File: config.mk
export PLATFORM = sky130hd
export DESIGN_NAME = dcache_dm_fill_flat
export DESIGN_NICKNAME = d
export VERILOG_FILES = /design/src/rtl/dcache_pkg.sv /design/src/rtl/dcache_dm_fill_if.sv /design/src/rtl/dcache_fill_fsm.sv /design/src/rtl/dcache_dm_fill.sv /design/src/flat_wrapper.sv
export SDC_FILE = /design/constraint.sdc
export NUM_CORES = 2
export LEC_CHECK = 0
export ABC_AREA = 1
export CORE_MARGIN = 1.5
export CORE_UTILIZATION = 55
export CTS_CLUSTER_DIAMETER = 60
export CTS_CLUSTER_SIZE = 8
export DETAILED_ROUTE_END_ITERATION = 7
export GPL_TIMING_DRIVEN = 1
export PLACE_DENSITY_LB_ADDON = 0.15
export SYNTH_ARGS = -nofsm -noshare
export SYNTH_HDL_FRONTEND = slang
export SYNTH_SLANG_ARGS = --single-unit
export TNS_END_PERCENT = 1
File: constraint.sdc
create_clock -name CLK -period 4.8 [get_ports CLK]
set_input_delay 0.72 -clock CLK [delete_from_list [all_inputs] [get_ports CLK]]
set_output_delay 0.72 -clock CLK [all_outputs]
set_load 0.01 [all_outputs]
File: src/rtl/dcache_pkg.sv
// Shared types and address-field helpers for the direct-mapped fill cache.
package dcache_pkg;

  typedef enum logic [1:0] {IDLE, FILL, WRITE} state_t;

  localparam int unsigned ADDR_W_DEF         = 32;
  localparam int unsigned NUM_LINES_DEF      = 4;
  localparam int unsigned WORDS_PER_LINE_DEF = 16;
  localparam int unsigned OFF_W = $clog2(WORDS_PER_LINE_DEF) + 2;
  localparam int unsigned IDX_W = $clog2(NUM_LINES_DEF);
  localparam int unsigned TAG_W = ADDR_W_DEF - OFF_W - IDX_W;

  // Helpers work on a zero-extended address so any ADDR_W up to 64 fits.
  function automatic logic [63:0] get_word(input logic [63:0] a, input int unsigned off_w);
    return (a >> 2) & ((64'd1 << (off_w - 2)) - 64'd1);
  endfunction

  function automatic logic [63:0] get_idx(input logic [63:0] a, input int unsigned off_w,
                                          input int unsigned idx_w);
    return (a >> off_w) & ((64'd1 << idx_w) - 64'd1);
  endfunction

  function automatic logic [63:0] get_tag(input logic [63:0] a, input int unsigned off_w,
                                          input int unsigned idx_w);
    return a >> (off_w + idx_w);
  endfunction

endpackage

File: src/rtl/dcache_dm_fill_if.sv
// CPU-side and memory-side signals of the data cache, bundled as one interface.
interface dcache_dm_fill_if #(
  parameter int unsigned ADDR_W = 32,
  parameter int unsigned DATA_W = 32
);
  logic              RE;
  logic              WE;
  logic [ADDR_W-1:0] A;
  logic [DATA_W-1:0] WD;
  logic [DATA_W-1:0] RD;
  logic              Ready;
  logic              MemRE;
  logic [ADDR_W-1:0] MemRA;
  logic [DATA_W-1:0] MemRD;
  logic              MemRValid;
  logic              MemWE;
  logic [ADDR_W-1:0] MemWA;
  logic [DATA_W-1:0] MemWD;
  logic              MemWAck;

  modport slave (
    input  RE, WE, A, WD, MemRD, MemRValid, MemWAck,
    output RD, Ready, MemRE, MemRA, MemWE, MemWA, MemWD
  );

  modport master (
    output RE, WE, A, WD, MemRD, MemRValid, MemWAck,
    input  RD, Ready, MemRE, MemRA, MemWE, MemWA, MemWD
  );
endinterface

File: src/rtl/dcache_fill_fsm.sv
// Cache control FSM: owns state, the fill word counter and the memory handshakes.
module dcache_fill_fsm
  import dcache_pkg::*;
#(
  parameter int unsigned WORDS_PER_LINE = 16,
  parameter int unsigned CNT_W          = 4
) (
  input  logic             clk,
  input  logic             rst,
  input  logic             re,
  input  logic             we,
  input  logic             hit,
  input  logic             mem_rvalid,
  input  logic             mem_wack,
  output state_t           state,
  output logic [CNT_W-1:0] cnt,
  output logic             fill_start,
  output logic             fill_beat,
  output logic             fill_done,
  output logic             wr_start,
  output logic             ready,
  output logic             mem_re,
  output logic             mem_we
);
  localparam logic [CNT_W-1:0] LAST = CNT_W'(WORDS_PER_LINE - 1);

  state_t           state_q, state_d;
  logic [CNT_W-1:0] cnt_q, cnt_d;

  always_ff @(posedge clk or posedge rst) begin
    if (rst) begin
      state_q <= IDLE;
      cnt_q   <= '0;
    end else begin
      state_q <= state_d;
      cnt_q   <= cnt_d;
    end
  end

  always_comb begin
    state_d    = state_q;
    cnt_d      = cnt_q;
    fill_start = 1'b0;
    fill_beat  = 1'b0;
    fill_done  = 1'b0;
    wr_start   = 1'b0;
    ready      = 1'b0;
    mem_re     = 1'b0;
    mem_we     = 1'b0;
    unique case (state_q)
      IDLE: begin
        if (we) begin
          wr_start = 1'b1;
          state_d  = WRITE;
        end else if (re && !hit) begin
          fill_start = 1'b1;
          cnt_d      = '0;
          state_d    = FILL;
        end else begin
          ready = 1'b1;
        end
      end
      FILL: begin
        mem_re = 1'b1;
        if (mem_rvalid) begin
          fill_beat = 1'b1;
          cnt_d     = cnt_q + 1'b1;
          if (cnt_q == LAST) begin
            fill_done = 1'b1;
            state_d   = IDLE;
          end
        end
      end
      WRITE: begin
        mem_we = 1'b1;
        if (mem_wack) begin
          ready   = 1'b1;
          state_d = IDLE;
        end
      end
      default: state_d = IDLE;
    endcase
  end

  assign state = state_q;
  assign cnt   = cnt_q;
endmodule

File: src/rtl/dcache_dm_fill.sv
// Direct-mapped, write-through, no-allocate data cache with a handshaked line fill.
module dcache_dm_fill
  import dcache_pkg::*;
#(
  parameter int unsigned ADDR_W         = 32,
  parameter int unsigned DATA_W         = 32,
  parameter int unsigned NUM_LINES      = 4,
  parameter int unsigned WORDS_PER_LINE = 16
) (
  input logic             CLK,
  input logic             RST,
  dcache_dm_fill_if.slave bus
);
  localparam int unsigned WRD_B = $clog2(WORDS_PER_LINE);
  localparam int unsigned IDX_B = $clog2(NUM_LINES);
  localparam int unsigned OFF_B = WRD_B + 2;
  localparam int unsigned TAG_B = ADDR_W - OFF_B - IDX_B;
  // A single-line cache still needs a 1-bit index signal; it is always 0.
  localparam int unsigned IDX_S = (IDX_B == 0) ? 1 : IDX_B;
  localparam logic [ADDR_W-1:0] OFF_MASK = ADDR_W'((64'd1 << OFF_B) - 64'd1);

  logic [DATA_W-1:0] data_q [NUM_LINES][WORDS_PER_LINE];
  logic [TAG_B-1:0]  tag_q  [NUM_LINES];
  logic [NUM_LINES-1:0] valid_q, valid_d;
  logic [ADDR_W-1:0] base_q, base_d, mem_wa_q, mem_wa_d;
  logic [DATA_W-1:0] mem_wd_q, mem_wd_d;

  logic [TAG_B-1:0] a_tag, f_tag;
  logic [IDX_S-1:0] a_idx, f_idx;
  logic [WRD_B-1:0] a_word;
  logic             hit;

  state_t           state;
  logic [WRD_B-1:0] cnt;
  logic fill_start, fill_beat, fill_done, wr_start, ready, mem_re, mem_we;

  logic              dwe;
  logic [IDX_S-1:0]  dline;
  logic [WRD_B-1:0]  dword;
  logic [DATA_W-1:0] ddata;

  always_comb begin
    a_tag  = TAG_B'(get_tag(64'(bus.A), OFF_B, IDX_B));
    a_idx  = IDX_S'(get_idx(64'(bus.A), OFF_B, IDX_B));
    a_word = WRD_B'(get_word(64'(bus.A), OFF_B));
    f_tag  = TAG_B'(get_tag(64'(base_q), OFF_B, IDX_B));
    f_idx  = IDX_S'(get_idx(64'(base_q), OFF_B, IDX_B));
    hit    = valid_q[a_idx] && (tag_q[a_idx] == a_tag);
  end

  dcache_fill_fsm #(
    .WORDS_PER_LINE(WORDS_PER_LINE),
    .CNT_W         (WRD_B)
  ) u_fsm (
    .clk       (CLK),
    .rst       (RST),
    .re        (bus.RE),
    .we        (bus.WE),
    .hit       (hit),
    .mem_rvalid(bus.MemRValid),
    .mem_wack  (bus.MemWAck),
    .state     (state),
    .cnt       (cnt),
    .fill_start(fill_start),
    .fill_beat (fill_beat),
    .fill_done (fill_done),
    .wr_start  (wr_start),
    .ready     (ready),
    .mem_re    (mem_re),
    .mem_we    (mem_we)
  );

  // Valid is dropped at fill start so a half-filled line never hits.
  always_comb begin
    valid_d  = valid_q;
    base_d   = base_q;
    mem_wa_d = mem_wa_q;
    mem_wd_d = mem_wd_q;
    dwe      = 1'b0;
    dline    = a_idx;
    dword    = a_word;
    ddata    = bus.WD;
    if (fill_start) begin
      valid_d[a_idx] = 1'b0;
      base_d         = bus.A & ~OFF_MASK;
    end
    if (fill_done) valid_d[f_idx] = 1'b1;
    if (fill_beat) begin
      dwe   = 1'b1;
      dline = f_idx;
      dword = cnt;
      ddata = bus.MemRD;
    end else if (wr_start && hit) begin
      dwe = 1'b1;
    end
    if (wr_start) begin
      mem_wa_d = bus.A;
      mem_wd_d = bus.WD;
    end
  end

  always_ff @(posedge CLK or posedge RST) begin
    if (RST) begin
      valid_q  <= '0;
      base_q   <= '0;
      mem_wa_q <= '0;
      mem_wd_q <= '0;
    end else begin
      valid_q  <= valid_d;
      base_q   <= base_d;
      mem_wa_q <= mem_wa_d;
      mem_wd_q <= mem_wd_d;
    end
  end

  always_ff @(posedge CLK) begin
    if (dwe) data_q[dline][dword] <= ddata;
    if (fill_done) tag_q[f_idx] <= f_tag;
  end

  assign bus.Ready = ready;
  assign bus.RD    = (state == IDLE && ready && bus.RE && !bus.WE) ? data_q[a_idx][a_word] : '0;
  assign bus.MemRE = mem_re;
  assign bus.MemRA = base_q | (ADDR_W'(cnt) << 2);
  assign bus.MemWE = mem_we;
  assign bus.MemWA = mem_wa_q;
  assign bus.MemWD = mem_wd_q;
endmodule

File: src/flat_wrapper.sv
// flat-port wrapper written by rule: the top's interface ports become plain ports
module dcache_dm_fill_flat import dcache_pkg::*;
#(
  parameter int unsigned ADDR_W         = 32,
  parameter int unsigned DATA_W         = 32,
  parameter int unsigned NUM_LINES      = 4,
  parameter int unsigned WORDS_PER_LINE = 16
)
  (CLK, RST, bus_RE, bus_WE, bus_A, bus_WD, bus_MemRD, bus_MemRValid, bus_MemWAck, bus_RD, bus_Ready, bus_MemRE, bus_MemRA, bus_MemWE, bus_MemWA, bus_MemWD);
  dcache_dm_fill_if #(.ADDR_W(ADDR_W), .DATA_W(DATA_W)) bus_i ();
  input logic CLK;
  input logic RST;
  input wire logic [$bits(bus_i.RE)-1:0] bus_RE;
  input wire logic [$bits(bus_i.WE)-1:0] bus_WE;
  input wire logic [$bits(bus_i.A)-1:0] bus_A;
  input wire logic [$bits(bus_i.WD)-1:0] bus_WD;
  input wire logic [$bits(bus_i.MemRD)-1:0] bus_MemRD;
  input wire logic [$bits(bus_i.MemRValid)-1:0] bus_MemRValid;
  input wire logic [$bits(bus_i.MemWAck)-1:0] bus_MemWAck;
  output wire logic [$bits(bus_i.RD)-1:0] bus_RD;
  output wire logic [$bits(bus_i.Ready)-1:0] bus_Ready;
  output wire logic [$bits(bus_i.MemRE)-1:0] bus_MemRE;
  output wire logic [$bits(bus_i.MemRA)-1:0] bus_MemRA;
  output wire logic [$bits(bus_i.MemWE)-1:0] bus_MemWE;
  output wire logic [$bits(bus_i.MemWA)-1:0] bus_MemWA;
  output wire logic [$bits(bus_i.MemWD)-1:0] bus_MemWD;
  assign bus_i.RE = bus_RE;
  assign bus_i.WE = bus_WE;
  assign bus_i.A = bus_A;
  assign bus_i.WD = bus_WD;
  assign bus_i.MemRD = bus_MemRD;
  assign bus_i.MemRValid = bus_MemRValid;
  assign bus_i.MemWAck = bus_MemWAck;
  assign bus_RD = bus_i.RD;
  assign bus_Ready = bus_i.Ready;
  assign bus_MemRE = bus_i.MemRE;
  assign bus_MemRA = bus_i.MemRA;
  assign bus_MemWE = bus_i.MemWE;
  assign bus_MemWA = bus_i.MemWA;
  assign bus_MemWD = bus_i.MemWD;
  dcache_dm_fill #(.ADDR_W(ADDR_W), .DATA_W(DATA_W), .NUM_LINES(NUM_LINES), .WORDS_PER_LINE(WORDS_PER_LINE)) u_core (.CLK(CLK), .RST(RST), .bus(bus_i));
endmodule
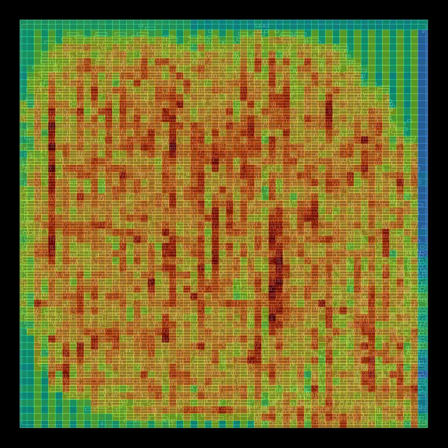
final_congestion.png
GR Util met3: 5.659%
GRT Total Usage: 31.48%
met1 GRT Util: 45.45%
GR Layer Usage met2: 47.84%
Wirelength per Cell: 30.11 um

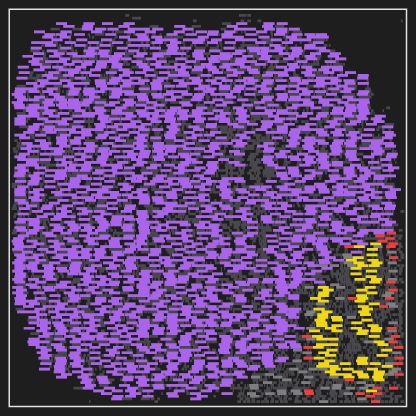
registers.png
Drawn at 1 px/um. Other sequential cells in the stronger grey, the rest of the logic in the fainter grey.
u_core.bus.MemWA: drawn in red, sequential cells 32, where lower right. u_core.tag_q: drawn in yellow, sequential cells 96, where lower right. u_core.data_q: drawn in purple, sequential cells 2048, where spread over the die.
Another 68 sequential cells are not coloured.
Layout Utilization: 66.42%
Seq/total area: 65.98%
Register Area: 66880 sq um
sequential cell power: 23.5 mW

==> out/qor.csv <==
metric;value;unit
outcome;finished clean;
wl_met1;98210;um
max_stage_delay;0.58;ns
netSwitchingFraction;23.93;%
p_clk;19.9;mW
power.density;480.3;nW/um^2
whs;0.07293;ns
top_area_cell;edfxtp_1;
fin_crit;4.622;ns
n_sequential_cell;2244;
finClkSkew;0.05526;ns
crit_buf_inv;6;
final_cells;8279;
p_sw;11.65;mW
ys_cells;5689;
crit_path_cell_trace;buf_4 -> buf_12 -> nand2_4 -> buf_12 -> buf_12 -> buf_12 -> o22ai_1 -> o31ai_1 -> nand3_1 -> nand3_1 -> nand2_1 -> nor2_1 -> clkdlybuf4s50_1;
p_leak;33.71;nW
ff_type;edfxtp_1;
powerComb;5.33;mW
cts_setup_buffers;0;
max_slew_margin;12.49;%
yosys.area_share.simple;7.826;%
power;48.69;mW
io_buffers;230;
cts_made_buffers;330;
htree_levels;5;
critPathKind;primary input to primary output;
first_pass_iters;6;
ant_nets;0;
dieArea;156600;sq um
r2r_slack;1.01;ns
rsz0062_at_grt;no;
syn_to_final_growth;19.47;%
top_layer_used;met4;
dominant_cells;flip-flops and latches;
endpoint_kind;primary output;
gr-total-overflow;0;
viasPerCell;6.609;
io-pin-count;233;
initial_utilization;55.59;%
topCombFamilyByArea;AND-OR/OR-AND gates;
clock_path_buffers;4;
area_leaders;edfxtp_1 76%, o22ai_1 5.9%, dfrtp_1 2.9%;
wl_met2;114700;um
synth_cell_type_count;39;
drive_gt1_share;15.01;%
required;4.08;ns
ys_sh_mux;0;%
top_cell;edfxtp_1;
place_inst;7898;
clk_pin_slew;0.05;ns
n_all_inverters;75;
seq_power_share;48.3;%
rows;143;
ys.flops;2244;
synth-edff-count;2144;
yosys_warnings;0;
worstPathArrival;3.90;ns
grt_pass1_vias;52760;
hp-class;primary input to async pin;
worst_slack;0.1782;ns
clockRootBuffer;clkbuf_16;
gp_congestion;0.8772;
dpl_cell_area;92760;sq um
core;152600;sq um
ir_drop;0.0003259;V
dp_hpwl;142000;um
worstSetupStartpointType;primary input;
fa_ha_area_share;0.01475;%
hold_viol_final;0;
chipHeight;395.8;um
synth_area_per_cell;14.91;sq um
p_clk_share;40.8;%
synthAoiAreaFrac;11.08;%
xor_area_share;0.01032;%
drtIter0Drc;7296;
slew_violations;0;
fin_nets;6303;
setup_violations;0;
taps;2030;
grt_pass1_wl;361100;um
netlist_area;84850;sq um
antenna_found_initial;2;
cp_top_family;buffers and inverters;
sh_comb_area;16.54;%
place_ws;0.1486;ns
chipWidth;395.8;um
ys_area;84850;sq um
buf_share;6.192;%
cp_max_fo;59;
combGateArea;16760;sq um
top_cell_area_share;75.88;%
clock_buffer_count;376;
grt_max_degree;93;
ys_async_sr_fraction;4.456;%
cts_tree;built;
synthCells;5689;
fillerInstances;10430;
clock_cell_area_share;8.479;%
post_cts_resize_count;0;
diodes;1;
synth.top_cells.by_count;2144 x edfxtp_1, 794 x o22ai_1, 665 x nand2_1;
max_freq;0.2164;GHz
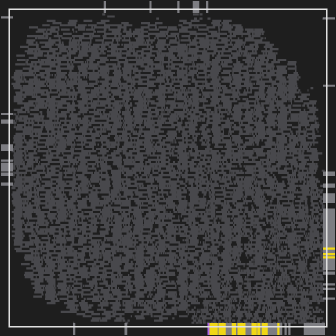
pins.png
Pins as bars across the die edge, other pins in grey.
bus_MemRD: drawn in yellow, pins 32, direction input, edge 29 bottom, 3 right. RST: drawn in purple, pins 1, direction input, edge bottom.

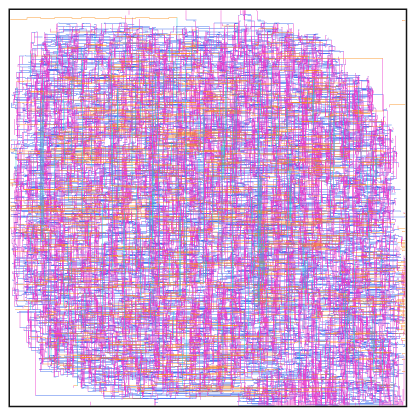
metal_stack.png
Drawn at 1 px/um.
met4: drawn in cyan, wire length 9910 um. met2: drawn in magenta, wire length 115 mm. met3: drawn in orange, wire length 26.5 mm. met1: drawn in blue, wire length 98.2 mm.
DRT Wirelength: 249300 um
DR vias: 54710

-- placed cells by master, fill, tap and decap left out, types with 4 or more instances in the layout --
cell and n:
nor4_1 4, nand3_1 206, o22ai_1 794, a22oi_1 9, nor2_4 67, nand4_1 24, o21ai_0 117, edfxtp_1 2144
o221ai_1 30, nor2_1 333, o22a_1 48, buf_12 119, inv_1 63, o31ai_1 178, inv_2 6, dfrtp_1 100
nand3_2 10, nor3_1 52, clkdlybuf4s50_1 224, o211ai_1 60, nand2_2 24, a21oi_1 155, nand2_1 640, or2_2 129
o21ai_4 9, buf_4 216, clkbuf_16 336, o2111ai_1 50, clkbuf_1 40, nand3b_1 25
-- flip-flops by register name (all words and copies together) (netlist names) --
signal	cells
u_core.base_q	26
u_core.bus.MemWA	32
u_core.bus.MemWD	32
u_core.data_q	2048
u_core.tag_q	96
u_core.u_fsm.cnt	4
u_core.u_fsm.state	2
u_core.valid_q	4
-- routing by layer --
metal / vias up / GRT usage (%)
met3: 526 / 5.659
met4: 0 / 12.83
li1: 23120 / -
met5: - / 0
met1: 27670 / 45.45
met2: 3398 / 47.84
-- path summary, 6_finish.rpt --
path	start	endpoint	depth (start not counted)
max in group asynchronous	RST	u_core.base_q[28]$_DFFE_PP0N_	3
min in group CLK	bus_A[1]	u_core.bus.MemWA[1]$_DFFE_PP0P_	3
setup reg to reg	u_core.u_fsm.state[0]$_DFFE_PP0P_	u_core.data_q[2][202]$_DFFE_PP_	10
setup / recovery	bus_A[6]	bus_RD[14]	13
hold reg to reg	u_core.bus.MemWD[9]$_DFFE_PP0P_	u_core.bus.MemWD[9]$_DFFE_PP0P_	2
hold / removal	RST	u_core.bus.MemWD[13]$_DFFE_PP0P_	2
Power and IR drop assume default switching activity.
